**config.mk**
```make
export PLATFORM = sky130hd
export DESIGN_NAME = alu_issuer
export DESIGN_NICKNAME = d
export VERILOG_FILES = /design/src/rtl/alu_issuer.sv
export SDC_FILE = /design/constraint.sdc
export NUM_CORES = 1
export LEC_CHECK = 0
export ABC_CLOCK_PERIOD_IN_PS = 4900
export CAP_MARGIN = 10
export CORE_ASPECT_RATIO = 1.4
export CORE_MARGIN = 4
export CORE_UTILIZATION = 62
export CTS_BUF_LIST = sky130_fd_sc_hd__clkbuf_16
export DETAILED_ROUTE_END_ITERATION = 12
export DONT_BUFFER_PORTS = 1
export PLACE_DENSITY = 0.74
export SLEW_MARGIN = 0
export SYNTH_ARGS = -nofsm -noshare
export SYNTH_HDL_FRONTEND = slang
export SYNTH_SLANG_ARGS = --single-unit
```
**constraint.sdc**
```tcl
create_clock -name clk -period 4.9 [get_ports clk]
set_input_delay 0.98 -clock clk [delete_from_list [all_inputs] [get_ports clk]]
set_output_delay 0.98 -clock clk [all_outputs]
set_load 0.03 [all_outputs]
```
**src/rtl/alu_issuer.sv**
```systemverilog
`timescale 1ns/1ps
// alu_issuer: accepts one ALU request at a time, drives the registered ALU
// command and operands, waits for multi-cycle completion with a timeout, and
// presents a held response until the consumer takes it.
module alu_issuer #(
  // Maximum number of WAIT_FIN cycles before a multi-cycle op is abandoned (2..255)
  parameter int unsigned TIMEOUT = 64
) (
  input  logic        clk,
  input  logic        rst,
  // Request channel
  input  logic        req_valid,
  output logic        req_ready,
  input  logic [3:0]  req_op,
  input  logic [15:0] req_a,
  input  logic [15:0] req_b,
  input  logic        req_sh,
  input  logic [3:0]  req_pos,
  // ALU command / operand drive
  output logic [3:0]  alu_control,
  output logic [15:0] alu_nr1,
  output logic [15:0] alu_nr2,
  output logic        alu_sh,
  output logic [3:0]  alu_pos,
  output logic        alu_bgn,
  // ALU completion and result
  input  logic        alu_fin,
  input  logic [31:0] alu_outbus,
  input  logic        alu_carry,
  input  logic        alu_borrow,
  // Response channel
  output logic        rsp_valid,
  input  logic        rsp_ready,
  output logic [31:0] rsp_data,
  output logic [1:0]  rsp_flags,
  output logic        rsp_err,
  output logic [15:0] op_count
);

  typedef enum logic [2:0] {
    IDLE,
    ISSUE,
    WAIT_FIN,
    SETTLE,
    RESP
  } state_t;

  localparam logic [7:0] TO_LIMIT = 8'(TIMEOUT);

  state_t      state_q;
  logic        req_ready_q;
  logic [3:0]  op_q;
  logic [3:0]  alu_control_q;
  logic [15:0] alu_nr1_q;
  logic [15:0] alu_nr2_q;
  logic        alu_sh_q;
  logic [3:0]  alu_pos_q;
  logic        alu_bgn_q;
  logic [7:0]  wait_cnt_q;
  logic [7:0]  wait_cnt_d;
  logic        rsp_valid_q;
  logic [31:0] rsp_data_q;
  logic [1:0]  rsp_flags_q;
  logic        rsp_err_q;
  logic [15:0] op_count_q;
  logic [15:0] op_count_d;

  // Opcodes 0..6 are implemented by the ALU; everything above is rejected.
  function automatic logic op_legal(input logic [3:0] op);
    return op <= 4'd6;
  endfunction

  // Divide and multiply take several ALU cycles and need the start strobe.
  function automatic logic op_multi(input logic [3:0] op);
    return op <= 4'd1;
  endfunction

  // Incremented values of the timeout counter and the response counter
  always_comb begin
    wait_cnt_d = wait_cnt_q + 8'd1;
    op_count_d = op_count_q + 16'd1;
  end

  // Issue FSM; every output comes straight from a register
  always_ff @(posedge clk or posedge rst) begin
    if (rst) begin
      state_q       <= IDLE;
      req_ready_q   <= 1'b0;
      op_q          <= 4'd0;
      alu_control_q <= 4'd0;
      alu_nr1_q     <= 16'd0;
      alu_nr2_q     <= 16'd0;
      alu_sh_q      <= 1'b0;
      alu_pos_q     <= 4'd0;
      alu_bgn_q     <= 1'b0;
      wait_cnt_q    <= 8'd0;
      rsp_valid_q   <= 1'b0;
      rsp_data_q    <= 32'd0;
      rsp_flags_q   <= 2'b00;
      rsp_err_q     <= 1'b0;
      op_count_q    <= 16'd0;
    end else begin
      // The start strobe is a one-cycle pulse unless re-armed below.
      alu_bgn_q <= 1'b0;
      case (state_q)
        IDLE: begin
          req_ready_q <= 1'b1;
          if (req_valid && req_ready_q) begin
            req_ready_q <= 1'b0;
            op_q        <= req_op;
            state_q     <= ISSUE;
            // Drive the ALU at acceptance so the command is valid for the
            // whole ISSUE cycle; illegal ops leave the previous drive alone.
            if (op_legal(req_op)) begin
              alu_control_q <= req_op;
              alu_nr1_q     <= req_a;
              alu_nr2_q     <= req_b;
              alu_sh_q      <= req_sh;
              alu_pos_q     <= req_pos;
              alu_bgn_q     <= op_multi(req_op);
            end
          end
        end
        ISSUE: begin
          // Illegal ops pass through here without ALU activity so their
          // error response appears one edge after acceptance.
          if (!op_legal(op_q)) begin
            rsp_valid_q <= 1'b1;
            rsp_data_q  <= 32'd0;
            rsp_flags_q <= 2'b00;
            rsp_err_q   <= 1'b1;
            state_q     <= RESP;
          end else if (op_multi(op_q)) begin
            wait_cnt_q <= 8'd0;
            state_q    <= WAIT_FIN;
          end else begin
            state_q <= SETTLE;
          end
        end
        WAIT_FIN: begin
          if (alu_fin) begin
            state_q <= SETTLE;
          end else begin
            wait_cnt_q <= wait_cnt_d;
            if (wait_cnt_d == TO_LIMIT) begin
              rsp_valid_q <= 1'b1;
              rsp_data_q  <= 32'd0;
              rsp_flags_q <= 2'b00;
              rsp_err_q   <= 1'b1;
              state_q     <= RESP;
            end
          end
        end
        SETTLE: begin
          // The ALU result register has had a cycle to load; take it as is.
          rsp_valid_q <= 1'b1;
          rsp_data_q  <= alu_outbus;
          rsp_flags_q <= {alu_borrow, alu_carry};
          rsp_err_q   <= 1'b0;
          state_q     <= RESP;
        end
        RESP: begin
          if (rsp_ready) begin
            rsp_valid_q <= 1'b0;
            op_count_q  <= op_count_d;
            req_ready_q <= 1'b1;
            state_q     <= IDLE;
          end
        end
        default: begin
          state_q <= IDLE;
        end
      endcase
    end
  end

  assign req_ready   = req_ready_q;
  assign alu_control = alu_control_q;
  assign alu_nr1     = alu_nr1_q;
  assign alu_nr2     = alu_nr2_q;
  assign alu_sh      = alu_sh_q;
  assign alu_pos     = alu_pos_q;
  assign alu_bgn     = alu_bgn_q;
  assign rsp_valid   = rsp_valid_q;
  assign rsp_data    = rsp_data_q;
  assign rsp_flags   = rsp_flags_q;
  assign rsp_err     = rsp_err_q;
  assign op_count    = op_count_q;

endmodule

```
==> results.txt, run 1 <==
run metrics: synthesis area per yosys about 0.0045 mm^2, yosys cell count 333, clock share of power around 20%, Switching Share between 40% and 50%, Seq/Total Area, Yosys between 60% and 70%, Post-Synthesis Mean Instance Area 13.6 um^2, synth warn 0, Top cells excl fill/tap dfrtp_1, mux2_2, a32o_1, outcome finished clean, Clock Path Buffers 2, Tool Warnings 26, Num CTS Buffers 9, initial antenna violation count 0, RSZ-0062 raised after global routing false, DP Cell Count 412, CP peak stage delay 580 ps, Max-Slew Margin vs Limit a little under a third, Max H-tree Level 3, Worst EP required 5120 ps, number of setup violations in the final report 0, gp weighted congestion between 0.8 and 0.9, hold-critical path depth 1, hold_buf cts 0, area delta synth->final 7.49%, Comb power frac about 17%, path type of the worst setup path register to register, setup TNS 0 ps, final critical-path share of the clock period 58.7%, Row Count 36, number of nets in the layout ~410, slowest cell on the critical path dfrtp_1, PostCTS Resize Cnt 0, Internal Pwr Total 1.97 mW, flop share of the area between 50 and 60%, Syn Nets about 420, PD cells between 700 and 800 mW/mm^2, crit path max fanout 35, Logic cell area between 0.0015 and 0.002 mm^2, XORs/XNORs by Area around 3.3%, CTS tree yes, worst reg2reg startpoint state_q[2]$_DFFE_PP0P_, floorplan utilization between 60% and 70%
-- run 1: worst max path at each step --
stage	slack, ps	cells after the start	startpoint	endpoint
2_1_floorplan	1020	1	rst	alu_bgn$_DFF_PP0_
3_3_place_gp	1870	5	req_valid	alu_nr1[7]$_DFFE_PP0P_
3_5_place_dp	1810	5	req_valid	alu_nr2[6]$_DFFE_PP0P_
4_1_cts	2030	5	state_q[2]$_DFFE_PP0P_	alu_nr2[6]$_DFFE_PP0P_
5_1_grt	1880	5	state_q[2]$_DFFE_PP0P_	alu_nr2[3]$_DFFE_PP0P_
6_report	2020	5	state_q[2]$_DFFE_PP0P_	alu_pos[1]$_DFFE_PP0P_
-- run 1: cells in the mapped netlist (3+ instances only) --
library cell | count | area (um^2)
a21oi_1 | 5 | 25.0
a32o_1 | 34 | 340
and3_1 | 9 | 56.3
buf_2 | 6 | 30.0
buf_6 | 4 | 45.0
clkbuf_1 | 13 | 48.8
dfrtp_1 | 110 | 2750
inv_1 | 7 | 26.3
mux2_2 | 43 | 484
nand2_1 | 11 | 41.3
nand2b_1 | 5 | 31.3
nand3_1 | 4 | 20.0
nand4_1 | 6 | 37.5
nor2_1 | 6 | 22.5
nor2b_1 | 4 | 25.0
nor4_1 | 3 | 18.8
o21ai_0 | 7 | 35.0
o31ai_1 | 6 | 45.0
xnor2_1 | 14 | 123
xor2_1 | 3 | 26.3
-- run 1: metal layers --
metal	up-vias	GRT usage, %	share of wire [%]
met3	9	7.85	8.0
met1	1447	26.6	36
met2	127	40.8	55
met4	0	7.49	1.2
met5	-	0	0
li1	1237	-	-
-- run 1: registers in the layout, summed over array words and instances, names as in the netlist, 3 cells and up --
register and flops:
state_q 3, op_q 4, alu_control 4, alu_nr1 16, alu_pos 4, alu_nr2 16
op_count 16, rsp_data 32, wait_cnt_q 8
### PDN straps and rails, run 1

Bar = 20 um. Pins as bars on the die edge.
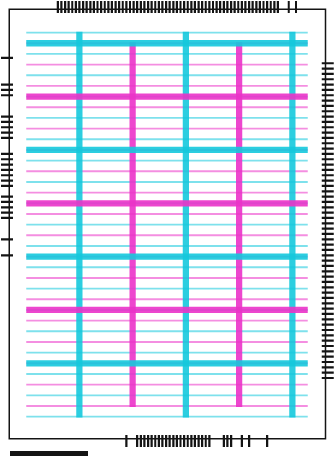
[VSS] cyan
[VDD] magenta
met1 rails: 37
signal pins: 175
rows: 36
met4 straps: 5
met5 straps: 7
Core Area: 0.00703 mm^2
die height: 109 um
Peak VDD IR: 0.387 mV
Die Span X: 80.2 um

### Placement by cell class, run 1

Bar = 20 um.
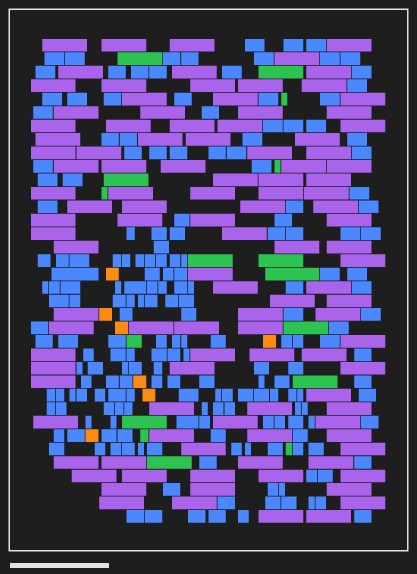
[combinational and other logic] blue | cells: 200 | share of their area: 35%
[flops] purple | cells: 110 | share of their area: 58%
[other buffers and delay cells] orange | cells: 7 | share of their area: 1.1%
[clock drivers and dummy loads] green | cells: 16 | share of their area: 6.0%

### Clock wires, drivers and flops, run 1

Bar = 20 um.
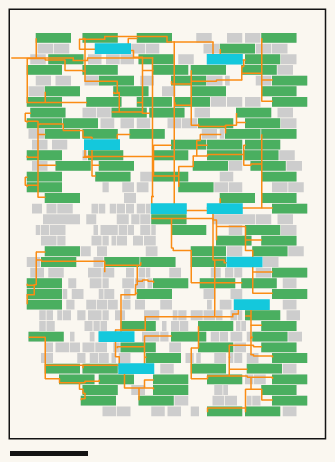
[flip-flops] green | count: 110
[clock drivers] cyan | count: 9
[clock wires] orange | length: 1090 um
routed clock nets: 10
flops lie: all over the die

### Routed metal, one colour a layer, run 1

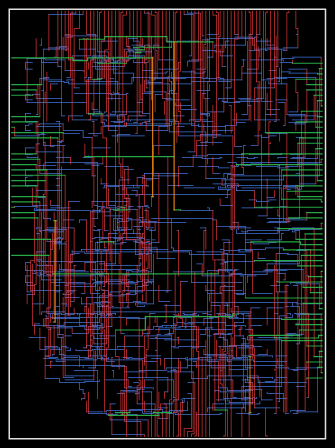
[metal 4] orange | wire length: 118 um
[metal 3] green | wire length: 803 um
[metal 2] red | wire length: 5490 um
[metal 1] blue | wire length: 3580 um
GRT Util Overall: 23.3%
per-cell routed wire length: 23.3 um
final wirelength: 9990 um
via count: 2820

==> run 2, diff against run 1 <==
Settings changed: ABC_CLOCK_PERIOD_IN_PS 4900 to 2500, CORE_UTILIZATION 62 to 56, PLACE_DENSITY 0.74 to 0.7.
Clock period 4.9 ns to 2.5 ns, I/O delays scaled along.
### Track usage over the die, run 2

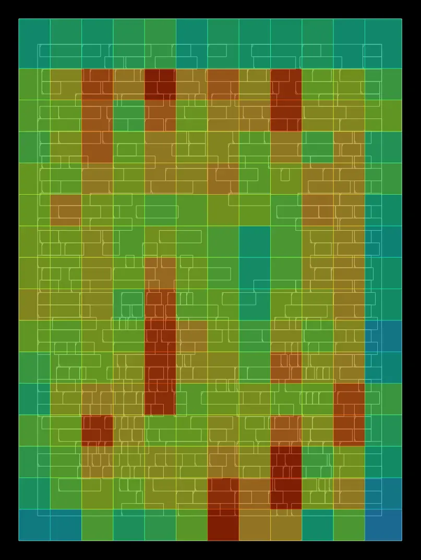
Top Usage Layer GRT: met2
per-cell routed wire length: 21.6 um
grt met1 use: 22.2%
met3 usage: 8.71%
GRT Util Overall: 20.1%

### Routed metal, one colour a layer, run 2

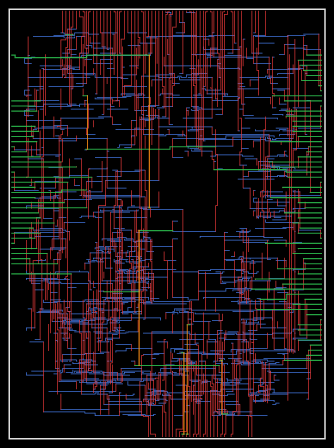
[metal 3] green | wire length: 876 um
[metal 4] orange | wire length: 156 um
[metal 2] red | wire length: 5070 um
[metal 1] blue | wire length: 3400 um

==> results.txt, run 2 <==
run metrics: count leader, synth dfrtp_1 (unchanged), drc violations 0 (unchanged), Top cells excl fill/tap dfrtp_1, mux2_2, a32o_1 (unchanged), PostCTS Resize Cnt 0 (unchanged), PD cells 1370 mW/mm^2 (was 707 mW/mm^2), CP Cell Sequence or3_1 -> a311oi_4 -> buf_12 -> mux2_2 (was nand3b_1 -> or3_1 -> a311oi_4 -> buf_4 -> mux2_2), total gr overflow 0 (unchanged), Tool Warnings 26 (unchanged), final critical-path share of the clock period 87.1% (was 58.7%), Leakage 2.17 nW (was 2.13 nW), crit end category register (unchanged), setup TNS 0 ps (unchanged), initial antenna violation count 0 (unchanged), Commonest Layout Cell dfrtp_1 (unchanged), area delta synth->final 9.95% (was 7.49%), Signal buffers 15 (was 7), CTS tree yes (unchanged), Peak VDD IR 0.847 mV (was 0.387 mV), slowest cell on the critical path or3_1 (was dfrtp_1), floorplan utilization 58.1% (was 64.4%), cell type with the largest total area dfrtp_1 (unchanged), crit path max fanout 41 (was 35), Die Span X 84.0 um (was 80.2 um), Syn Nets 415 (unchanged), final core occ 63.8% (was 69.3%), Num CTS Buffers 9 (unchanged), Hold WC Path Type input pin to async pin (was register to register), Setup Skew 6.49 ps (was 7.96 ps), Core Area 0.00780 mm^2 (was 0.00703 mm^2), path type of the worst setup path register to register (unchanged), Post-Synthesis Mean Instance Area 13.6 um^2 (unchanged), hold_buf cts 0 (unchanged), post-route insts no fill 441 (was 428), Max-Cap Viols 0 (unchanged), placed inst area 0.00469 mm^2 (was 0.00458 mm^2), Yosys top cell area share 60.8% (unchanged), gp weighted congestion 0.820 (was 0.842), Seq/Total Area, Yosys 60.8% (unchanged), CP peak stage delay 560 ps (was 580 ps), initial drt markers 115 (was 168), Synth async-reset ratio 100% (unchanged), Max H-tree Level 3 (unchanged), max reg flops 32 (unchanged), invs w/o clock 7 (unchanged), Clock Path Buffers 2 (unchanged), NonClk Buf Share 3.02% (was 1.08%), Hold WS 48.1 ps (was 495 ps), synth warn 0 (unchanged), number of setup violations in the final report 0 (unchanged), die height 114 um (was 109 um), number of nets in the layout 418 (was 410), top cells, area dfrtp_1, mux2_2, a32o_1 (unchanged), Logic cell area 0.00163 mm^2 (unchanged), via count 2775 (was 2820), Max-Slew Margin vs Limit 63.7% (was 31.0%), RSZ-0062 raised after global routing false (unchanged), final wirelength 9510 um (was 9990 um), largest net degree at the start of global routing 49 (was 82), synthesis area per yosys 0.00453 mm^2 (unchanged), outcome finished clean (unchanged), yosys cell count 333 (unchanged), Hold Violations, Final 0 (unchanged), Worst EP required 2720 ps (was 5120 ps), DP Cell Count 425 (was 412), Synth top cells by count dfrtp_1, mux2_2, a32o_1 (unchanged)
### Placement by cell class, run 2

Bar = 20 um.
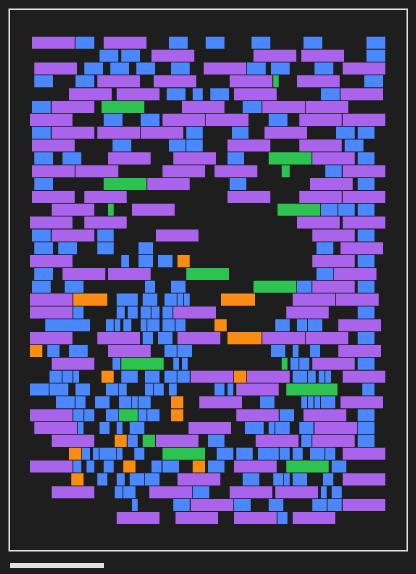
[other buffers and delay cells] orange | cells: 15 | share of their area: 3.1%
[flops] purple | cells: 110 | share of their area: 57%
[clock drivers and dummy loads] green | cells: 16 | share of their area: 6.0%
[combinational and other logic] blue | cells: 200 | share of their area: 34%
flop share of the area: 55.3%
Row Count: 38

[run 2: power breakdown]
| group | internal [mW] | leakage (nW) | switching (mW) | total, mW |
|---|---|---|---|---|
| sequential | 2.44 | 1.40 | 1.74 | 4.18 |
| clock | 0.772 | 0.144 | 0.611 | 1.38 |
| combinational | 0.728 | 0.625 | 0.551 | 1.28 |
| total | 3.94 | 2.17 | 2.90 | 6.84 |
[run 2: layer usage]
| layer | up-vias | GRT usage, % | routed length (um) |
|---|---|---|---|
| li1 | 1249 | - | - |
| met1 | 1400 | 22.2 | 3400 |
| met2 | 113 | 34.7 | 5070 |
| met3 | 13 | 8.71 | 875 |
| met4 | 0 | 6.76 | 156 |
| met5 | - | 0 | 0 |
[run 2: worst max-delay path: cells and delay by family (launching register included)]
family / cells / cell delay, ps
DFF: 1 / 490
AOI/OAI and AO/OA: 1 / 350
muxes: 1 / 380
and+or+nand+nor: 1 / 560
buffers and inverters: 1 / 260
[run 2: kinds of logic (layout without fill, tap and decap cells)]
group           count (synthesis)  after routing  share of synthesized area, %
flops                         110            110                          60.8
compound gates                 70             70                          13.5
simple gates                   59             59                          7.38
mux                            45             45                          11.2
buf+inv                        30             38                          3.32
xor+xnor                       17             17                          3.29
fa+ha+maj                       2              2                         0.553
[run 2: path summary, 6_finish.rpt]
path	start	to	slack, ps
max	state_q[1]$_DFFE_PP0P_	alu_nr2[5]$_DFFE_PP0P_	320
min	rst	rsp_data[20]$_DFFE_PP0P_	50
max reg2reg	state_q[1]$_DFFE_PP0P_	alu_nr2[5]$_DFFE_PP0P_	320
min reg2reg	wait_cnt_q[7]$_DFFE_PP0P_	wait_cnt_q[7]$_DFFE_PP0P_	500
max in group asynchronous	rst	alu_nr1[8]$_DFFE_PP0P_	1820
min in group clk	req_op[2]	alu_bgn$_DFF_PP0_	240
No activity file was given, so power comes from the tool's default toggle rates.
